### config.mk
export PLATFORM = sky130hd
export DESIGN_NAME = snes_poll_sched
export DESIGN_NICKNAME = d
export VERILOG_FILES = /design/src/rtl/snes_poll_sched.sv
export SDC_FILE = /design/constraint.sdc
export NUM_CORES = 1
export LEC_CHECK = 0
export CAP_MARGIN = 15
export CORE_MARGIN = 3
export CORE_UTILIZATION = 40
export CTS_BUF_LIST = sky130_fd_sc_hd__clkbuf_4
export DETAILED_ROUTE_END_ITERATION = 6
export PLACE_DENSITY = 0.68
export SYNTH_ARGS = -nofsm -noshare
export SYNTH_HDL_FRONTEND = slang
export SYNTH_SLANG_ARGS = --single-unit
### constraint.sdc
create_clock -name clk -period 4.9 [get_ports clk]
set_clock_uncertainty 0.15 [all_clocks]
set_input_delay 0.98 -clock clk [delete_from_list [all_inputs] [get_ports clk]]
set_output_delay 0.98 -clock clk [all_outputs]
set_load 0.05 [all_outputs]
### src/rtl/snes_poll_sched.sv
// rtl/snes_poll_sched.sv - dual SNES pad poll scheduler with atomic state commit
// Drives shared latch/clock, deserializes both pads, and publishes state plus edge masks.
module snes_poll_sched #(
  parameter int HALF_DIV = 300,
  parameter int POLL_DIV = 833333
) (
  input  logic        clk,
  input  logic        reset,
  input  logic [1:0]  con_serial,
  output logic        con_clock,
  output logic        con_latch,
  input  logic        auto_en,
  input  logic        poll_now,
  output logic        busy,
  output logic        state_valid,
  output logic [15:0] pad0_state,
  output logic [15:0] pad1_state,
  output logic [15:0] pad0_pressed,
  output logic [15:0] pad1_pressed,
  output logic [15:0] pad0_released,
  output logic [15:0] pad1_released
);

  localparam int HW = $clog2(2 * HALF_DIV);
  localparam int PW = $clog2(POLL_DIV);
  localparam logic [HW-1:0] LATCH_LAST  = HW'(2 * HALF_DIV - 1);
  localparam logic [HW-1:0] HALF_LAST   = HW'(HALF_DIV - 1);
  localparam logic [PW-1:0] PERIOD_LAST = PW'(POLL_DIV - 1);

  typedef enum logic [2:0] {
    S_IDLE,
    S_LATCH,
    S_WAIT,
    S_LOW,
    S_HIGH,
    S_DONE
  } state_t;

  state_t          state, state_nxt;
  logic [HW-1:0]   hcnt;
  logic [3:0]      pulse;
  logic [PW-1:0]   period_cnt;
  logic [1:0]      sync_a, sync_b;
  logic [15:0]     shift0, shift1;
  logic            start;
  logic            phase_last;

  assign start = (state == S_IDLE) &&
                 (poll_now || (auto_en && (period_cnt == PERIOD_LAST)));

  always_comb begin
    phase_last = 1'b0;
    case (state)
      S_LATCH:               phase_last = (hcnt == LATCH_LAST);
      S_WAIT, S_LOW, S_HIGH: phase_last = (hcnt == HALF_LAST);
      S_DONE:                phase_last = 1'b1;
      default:               phase_last = 1'b0;
    endcase
  end

  always_ff @(posedge clk) begin
    if (reset) begin
      state <= S_IDLE;
    end else begin
      state <= state_nxt;
    end
  end

  always_comb begin
    state_nxt = state;
    case (state)
      S_IDLE:  if (start) state_nxt = S_LATCH;
      S_LATCH: if (phase_last) state_nxt = S_WAIT;
      S_WAIT:  if (phase_last) state_nxt = S_LOW;
      S_LOW:   if (phase_last) state_nxt = S_HIGH;
      S_HIGH:  if (phase_last) state_nxt = (pulse == 4'd15) ? S_DONE : S_LOW;
      S_DONE:  state_nxt = S_IDLE;
      default: state_nxt = S_IDLE;
    endcase
  end

  always_comb begin
    con_latch = 1'b0;
    con_clock = 1'b1;
    busy      = 1'b1;
    case (state)
      S_IDLE:  busy = 1'b0;
      S_LATCH: con_latch = 1'b1;
      S_LOW:   con_clock = 1'b0;
      default: ;
    endcase
  end

  // Phase timer restarts on every state boundary; pulse index advances after each HIGH.
  always_ff @(posedge clk) begin
    if (reset) begin
      hcnt  <= '0;
      pulse <= 4'd0;
    end else begin
      if (state == S_IDLE || phase_last) begin
        hcnt <= '0;
      end else begin
        hcnt <= hcnt + HW'(1);
      end
      if (state == S_IDLE) begin
        pulse <= 4'd0;
      end else if (state == S_HIGH && phase_last) begin
        pulse <= pulse + 4'd1;
      end
    end
  end

  always_ff @(posedge clk) begin
    if (reset) begin
      period_cnt <= '0;
    end else if (start || period_cnt == PERIOD_LAST) begin
      period_cnt <= '0;
    end else begin
      period_cnt <= period_cnt + PW'(1);
    end
  end

  always_ff @(posedge clk) begin
    if (reset) begin
      sync_a <= 2'b11;
      sync_b <= 2'b11;
    end else begin
      sync_a <= con_serial;
      sync_b <= sync_a;
    end
  end

  // Bit 0 is valid as soon as the latch drops; bit p appears after rising edge p.
  always_ff @(posedge clk) begin
    if (reset) begin
      shift0 <= '0;
      shift1 <= '0;
    end else if (state == S_WAIT && phase_last) begin
      shift0[0] <= ~sync_b[0];
      shift1[0] <= ~sync_b[1];
    end else if (state == S_HIGH && phase_last && pulse != 4'd15) begin
      shift0[pulse + 4'd1] <= ~sync_b[0];
      shift1[pulse + 4'd1] <= ~sync_b[1];
    end
  end

  always_ff @(posedge clk) begin
    if (reset) begin
      state_valid   <= 1'b0;
      pad0_state    <= '0;
      pad1_state    <= '0;
      pad0_pressed  <= '0;
      pad1_pressed  <= '0;
      pad0_released <= '0;
      pad1_released <= '0;
    end else begin
      state_valid <= (state == S_DONE);
      if (state == S_DONE) begin
        pad0_state    <= shift0;
        pad1_state    <= shift1;
        pad0_pressed  <= shift0 & ~pad0_state;
        pad1_pressed  <= shift1 & ~pad1_state;
        pad0_released <= ~shift0 & pad0_state;
        pad1_released <= ~shift1 & pad1_state;
      end
    end
  end

endmodule

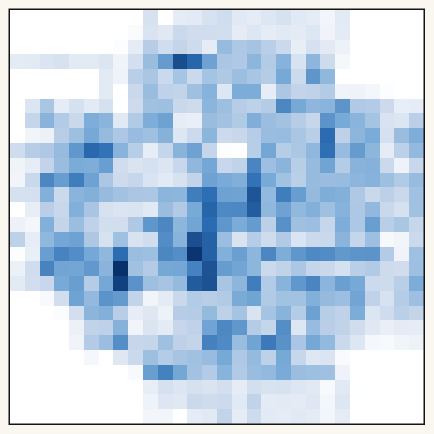
**Above:** run 1 (routed metal per tile).
(3 px per um) The die is cut into 28 by 28 equal tiles; white is low, dark blue is high, scaled to the fullest tile. Values are wire area over tile area, all layers added.
densest ninth of the die: centre
emptiest ninth of the die: lower left
fullest tile: 0.46

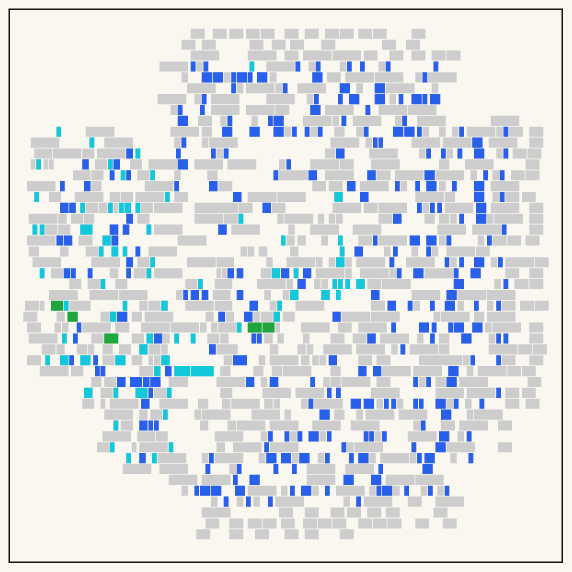
**Above:** run 1 (gate-type map).
(4 px per um)
[blue] NAND gates | cells: 268 | where: all over the die
[green] AND-OR and OR-AND gates | cells: 5 | where: middle left
[cyan] NOR gates | cells: 73

==> results.py, run 1 <==
# Auto-generated metrics
metrics = {
    "timing": {
        "post-route-min-period_ps": 3264,
        "post-route-worst-setup-slack_ps": 1637,
        "finalSetupViolations": 0,
    },
    "finish": {
        "layout-drive-gt1-share": 0.05797,
        "layout.area.seq_um2": 3403,
        "dominant_cells": "flip-flops and latches",
        "comb_area_frac": 0.3945,
        "combinational_gate_area_um2": 3297,
        "final-clk-cell-share": 0.03219,
        "layout.cells.most_common": "dfxtp_1",
        "layout.cells.non_filler": 1117,
        "layout.cells.most_common_list": "dfxtp_1 (170), nand2_1 (147), a21oi_1 (110)",
        "final_cell_area_um2": 8357,
        "ff_latch_count": 170,
        "seq-cell-share": 0.4072,
        "buffers": 108,
    },
    "min_path": {
        "min-delay-path-class": "flip-flop to flip-flop",
        "hold_path_end": "sync_b[1]",
        "hold_path.startpoint": "sync_a[1]",
    },
    "logic_synthesis": {
        "synth.top_cell.area_share": 0.4892,
        "seq_area_frac_synth": 0.4892,
        "largest_area_cell": "dfxtp_1",
        "ys_top_cells_by_area": "dfxtp_1 (49%), nand2_1 (7.9%), a21oi_1 (7.9%)",
        "synth.cellmix.adderShare": 0.01439,
        "synthesis.instances": 807,
        "synth-xor-area-share": 0.03399,
        "syn_area_per_cell_um2": 8.620,
    },
    "run": {
        "drv_cap": 0,
    },
    "worst_setup_path": {
        "critical_path_required_ps": 3770,
        "r2r_slack_ps": 2380,
        "worst_setup_path_startpoint": "state[2]",
        "cp_num_cells": 3,
    },
    "placed_design": {
        "dpl_cell_area_um2": 8088,
        "place.detailed.hpwl_um": 10270,
    },
    "cts": {
        "post_cts_buffers": 0,
        "path_clk_slew_ps": 130,
        "hold_buffers": 0,
        "cts-resized-gates": 0,
        "clk_root_buffer_cell": "clkbuf_4",
    },
    "status": {
        "result_of_the_run": "complete, no violations",
    },
    "floorplanning": {
        "num_io_pins": 106,
        "fp.dieW_um": 137.9,
        "design.core.area_um2": 16820,
    },
    "power_and_ir_drop": {
        "power_per_cell_area_nw_per_um2": 266.7,
        "pwr.group.sequential_uw": 1390,
    },
    "detailed_routing": {
        "drt_drc_violations_left": 0,
    },
    "grt": {
        "first_pass_grt_wire_length_um": 25060,
    },
}
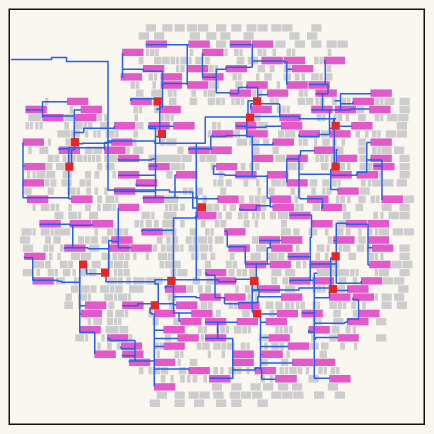
**Above:** run 1 (clock wires, drivers and flops).
(3 px per um)
[magenta] flip-flops | count: 170
[red] cells driving clock nets | count: 17
[blue] clock wires | length: 1950 um
flops lie: all over the die
routed clock nets: 18

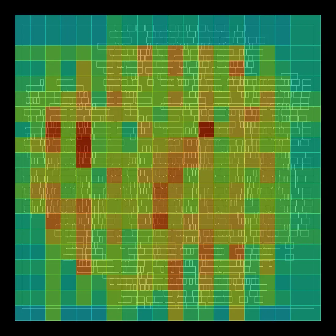
**Above:** run 1 (congestion heat map).
met2 usage: 0.2592
met3 layer usage reported by global route: 0.04245
global routing met1 resource utilization: 0.2204
post-route core utilization: 0.4969
routed length per placed instance: 13.60 um

==> run 2, diff against run 1 <==
==> constraint.sdc (replaced) <==
create_clock -name clk -period 3.4 [get_ports clk]
set_clock_uncertainty 0.15 [all_clocks]
set_input_delay 0.68 -clock clk [delete_from_list [all_inputs] [get_ports clk]]
set_output_delay 0.68 -clock clk [all_outputs]
set_load 0.05 [all_outputs]
==> run 2 against run 1 <==
Sequential share of layout area decreased by 0.51 points. Flip-flop count unchanged. Count of clock-buffer cells in the layout is 2 lower. Utilization grew 0.63 points. Final cell count grew 0.36%. Non-clock buffer count up 2. Hold slack improved by 1.9 ps.
==> results.py, run 2 <==
# Auto-generated metrics
metrics = {
    "status": {
        "result_of_the_run": "complete, no violations",
    },
    "finish": {
        "buffers": 110,
        "layout.cells.non_filler": 1121,
        "layout.cells.most_common_list": "dfxtp_1 (170), nand2_1 (147), a21oi_1 (110)",
        "seq-cell-share": 0.4022,
        "ff_latch_count": 170,
        "comb_area_frac": 0.3896,
        "final_cell_area_um2": 8462,
        "layout.area.seq_um2": 3403,
        "combinational_gate_area_um2": 3297,
        "dominant_cells": "flip-flops and latches",
    },
    "logic_synthesis": {
        "seq_area_frac_synth": 0.4892,
        "syn_area_per_cell_um2": 8.620,
        "ys_top_cells_by_area": "dfxtp_1 (49%), nand2_1 (7.9%), a21oi_1 (7.9%)",
        "synthesis.instances": 807,
    },
    "grt": {
        "grt.met2_usage": 0.2766,
        "global_routing_met1_resource_utilization": 0.2139,
    },
    "timing": {
        "post-route-worst-setup-slack_ps": 390.6,
    },
    "floorplanning": {
        "num_io_pins": 106,
        "design.core.area_um2": 16820,
    },
    "cts": {
        "clk_root_buffer_cell": "clkbuf_4",
        "post_cts_buffers": 0,
        "path_clk_slew_ps": 140,
        "cts-resized-gates": 0,
    },
    "worst_setup_path": {
        "cp_num_cells": 3,
    },
    "detailed_routing": {
        "wl_per_cell_um": 13.89,
        "drt_drc_violations_left": 0,
    },
    "placed_design": {
        "place.detailed.hpwl_um": 10490,
        "dpl_cell_area_um2": 8115,
    },
}
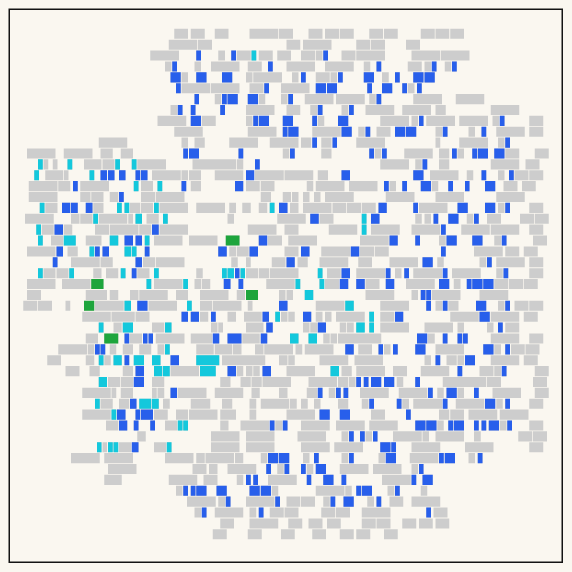
**Above:** run 2 (gate-type map).
(4 px per um)
[blue] NAND gates | cells: 268 | where: all over the die
[cyan] NOR gates | cells: 73
[green] AND-OR and OR-AND gates | cells: 5 | where: middle left

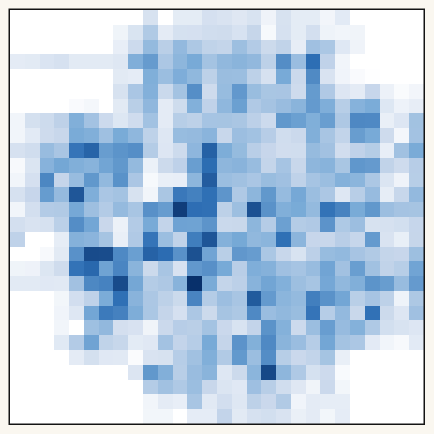
**Above:** run 2 (routed metal per tile).
(3 px per um) The die is cut into 28 by 28 equal tiles; white is low, dark blue is high, scaled to the fullest tile. Values are wire area over tile area, all layers added.
nearly empty tiles: 19%
tiles over half the peak: 15%
densest ninth of the die: centre
mean over tiles: 0.13
fullest tile: 0.46

==> run 3, diff against run 2 <==
--- a/config.mk
+++ b/config.mk
@@ -7,10 +7,10 @@
 export LEC_CHECK = 0
 export CAP_MARGIN = 15
 export CORE_MARGIN = 3
-export CORE_UTILIZATION = 40
+export CORE_UTILIZATION = 50
 export CTS_BUF_LIST = sky130_fd_sc_hd__clkbuf_4
 export DETAILED_ROUTE_END_ITERATION = 6
-export PLACE_DENSITY = 0.68
+export PLACE_DENSITY = 0.81
 export SYNTH_ARGS = -nofsm -noshare
 export SYNTH_HDL_FRONTEND = slang
 export SYNTH_SLANG_ARGS = --single-unit
==> run 3 against run 2 <==
Final cell count decreased by 4.1%. Sequential share of layout area increased by 0.44 points. Die area decreased by 19%. Sequential power about the same. Routed wire length decreased by 4.1%. Flip-flop count unchanged. Global-route usage increased by 3.0 points. Clock power decreased by about 10%. Total power decreased by 4.4%. Highest routed layer unchanged. Non-clock buffer count decreased by 2. First-iteration DRC count increased by 46%.
==> results.py, run 3 <==
# Auto-generated metrics
metrics = {
    "detailed_routing": {
        "drt_drc_violations_left": 0,
    },
    "finish": {
        "comb_area_frac": 0.3939,
        "ff_latch_count": 170,
        "final_cell_area_um2": 8371,
        "layout-drive-gt1-share": 0.05784,
        "final-clk-cell-share": 0.03587,
        "dominant_cells": "flip-flops and latches",
        "layout.cells.non_filler": 1075,
        "layout.cells.most_common_list": "dfxtp_1 (170), nand2_1 (147), a21oi_1 (110)",
    },
    "floorplanning": {
        "design.core.area_um2": 13400,
        "num_io_pins": 106,
        "fp.dieW_um": 124.0,
    },
    "logic_synthesis": {
        "synthesis.instances": 807,
        "ys_top_cells_by_area": "dfxtp_1 (49%), nand2_1 (7.9%), a21oi_1 (7.9%)",
        "synth-xor-area-share": 0.03399,
        "seq_area_frac_synth": 0.4892,
        "syn_area_per_cell_um2": 8.620,
    },
    "run": {
        "drv_cap": 0,
    },
    "status": {
        "result_of_the_run": "complete, no violations",
    },
    "grt": {
        "global_routing_met1_resource_utilization": 0.2663,
        "first_pass_grt_wire_length_um": 24240,
    },
    "worst_setup_path": {
        "r2r_slack_ps": 1010,
        "worst_setup_path_startpoint": "state[2]",
    },
    "cts": {
        "post_cts_buffers": 0,
        "clk_root_buffer_cell": "clkbuf_4",
        "hold_buffers": 0,
        "cts-resized-gates": 0,
    },
    "placed_design": {
        "place.detailed.hpwl_um": 10200,
        "dpl_cell_area_um2": 8070,
    },
    "timing": {
        "post-route-worst-setup-slack_ps": 392.9,
        "post-route-min-period_ps": 3007,
        "finalSetupViolations": 0,
    },
    "power_and_ir_drop": {
        "power_per_cell_area_nw_per_um2": 392.1,
    },
    "min_path": {
        "min-delay-path-class": "flip-flop to flip-flop",
        "hold_path.startpoint": "sync_a[0]",
    },
}
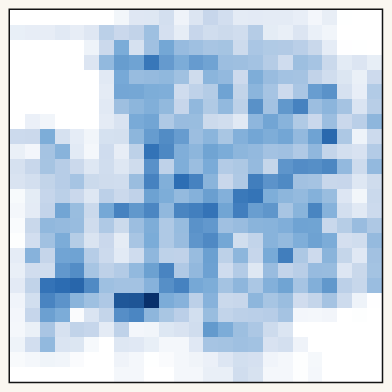
**Above:** run 3 (routed metal per tile).
(3 px per um) The die is cut into 25 by 25 equal tiles; white is low, dark blue is high, scaled to the fullest tile. Values are wire area over tile area, all layers added.
fullest tile: 0.55
emptiest ninth of the die: upper left
densest ninth of the die: centre
mean over tiles: 0.16

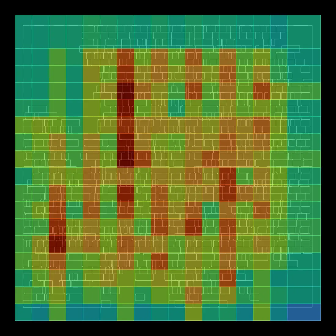
**Above:** run 3 (congestion heat map).
routed length per placed instance: 13.89 um
met2 usage: 0.3116
post-route core utilization: 0.6247
busiest layer in global routing: met2


==> gallery <==
Layout detail.
(a)
Window x 54 to 84, y 26 to 56 um. Cells in grey, sequential cells in the stronger grey; small squares are vias.
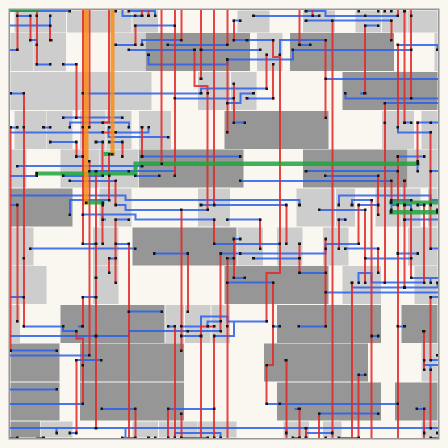
(b)
Window x 54 to 84, y 26 to 56 um. Cells in grey, sequential cells in the stronger grey; small squares are vias.
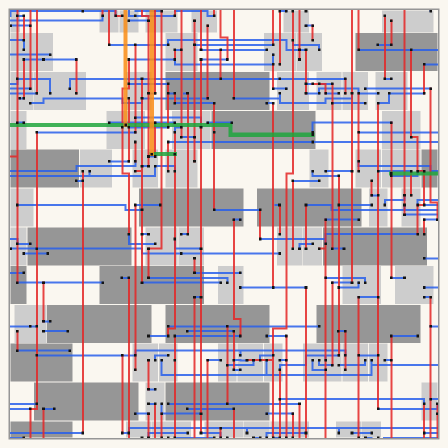
(c)
Window x 47 to 77, y 22 to 52 um. Cells in grey, sequential cells in the stronger grey; small squares are vias.
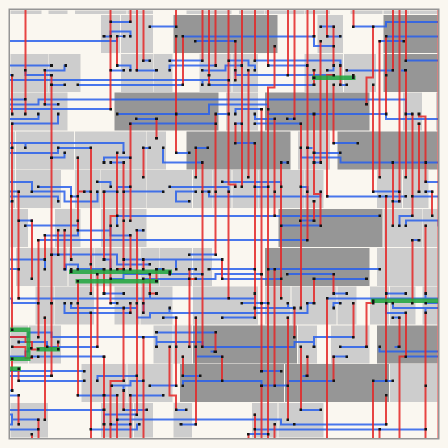
| from | picture |
|---|---|
| run 2 | (a) |
| run 1 | (b) |
| run 3 | (c) |

Key to (a):
[green] met3
[blue] met1
[orange] met4
[red] met2
cells with their middle in the window: 58
most frequent: dfxtp_1 (15), a21oi_1 (9), o21ai_0 (6)
sequential cells in the window: 15
netlist names of flops here include: `shift1` (6), `pad1_state` (3), `pad1_released` (2)

Power and IR drop assume default switching activity.
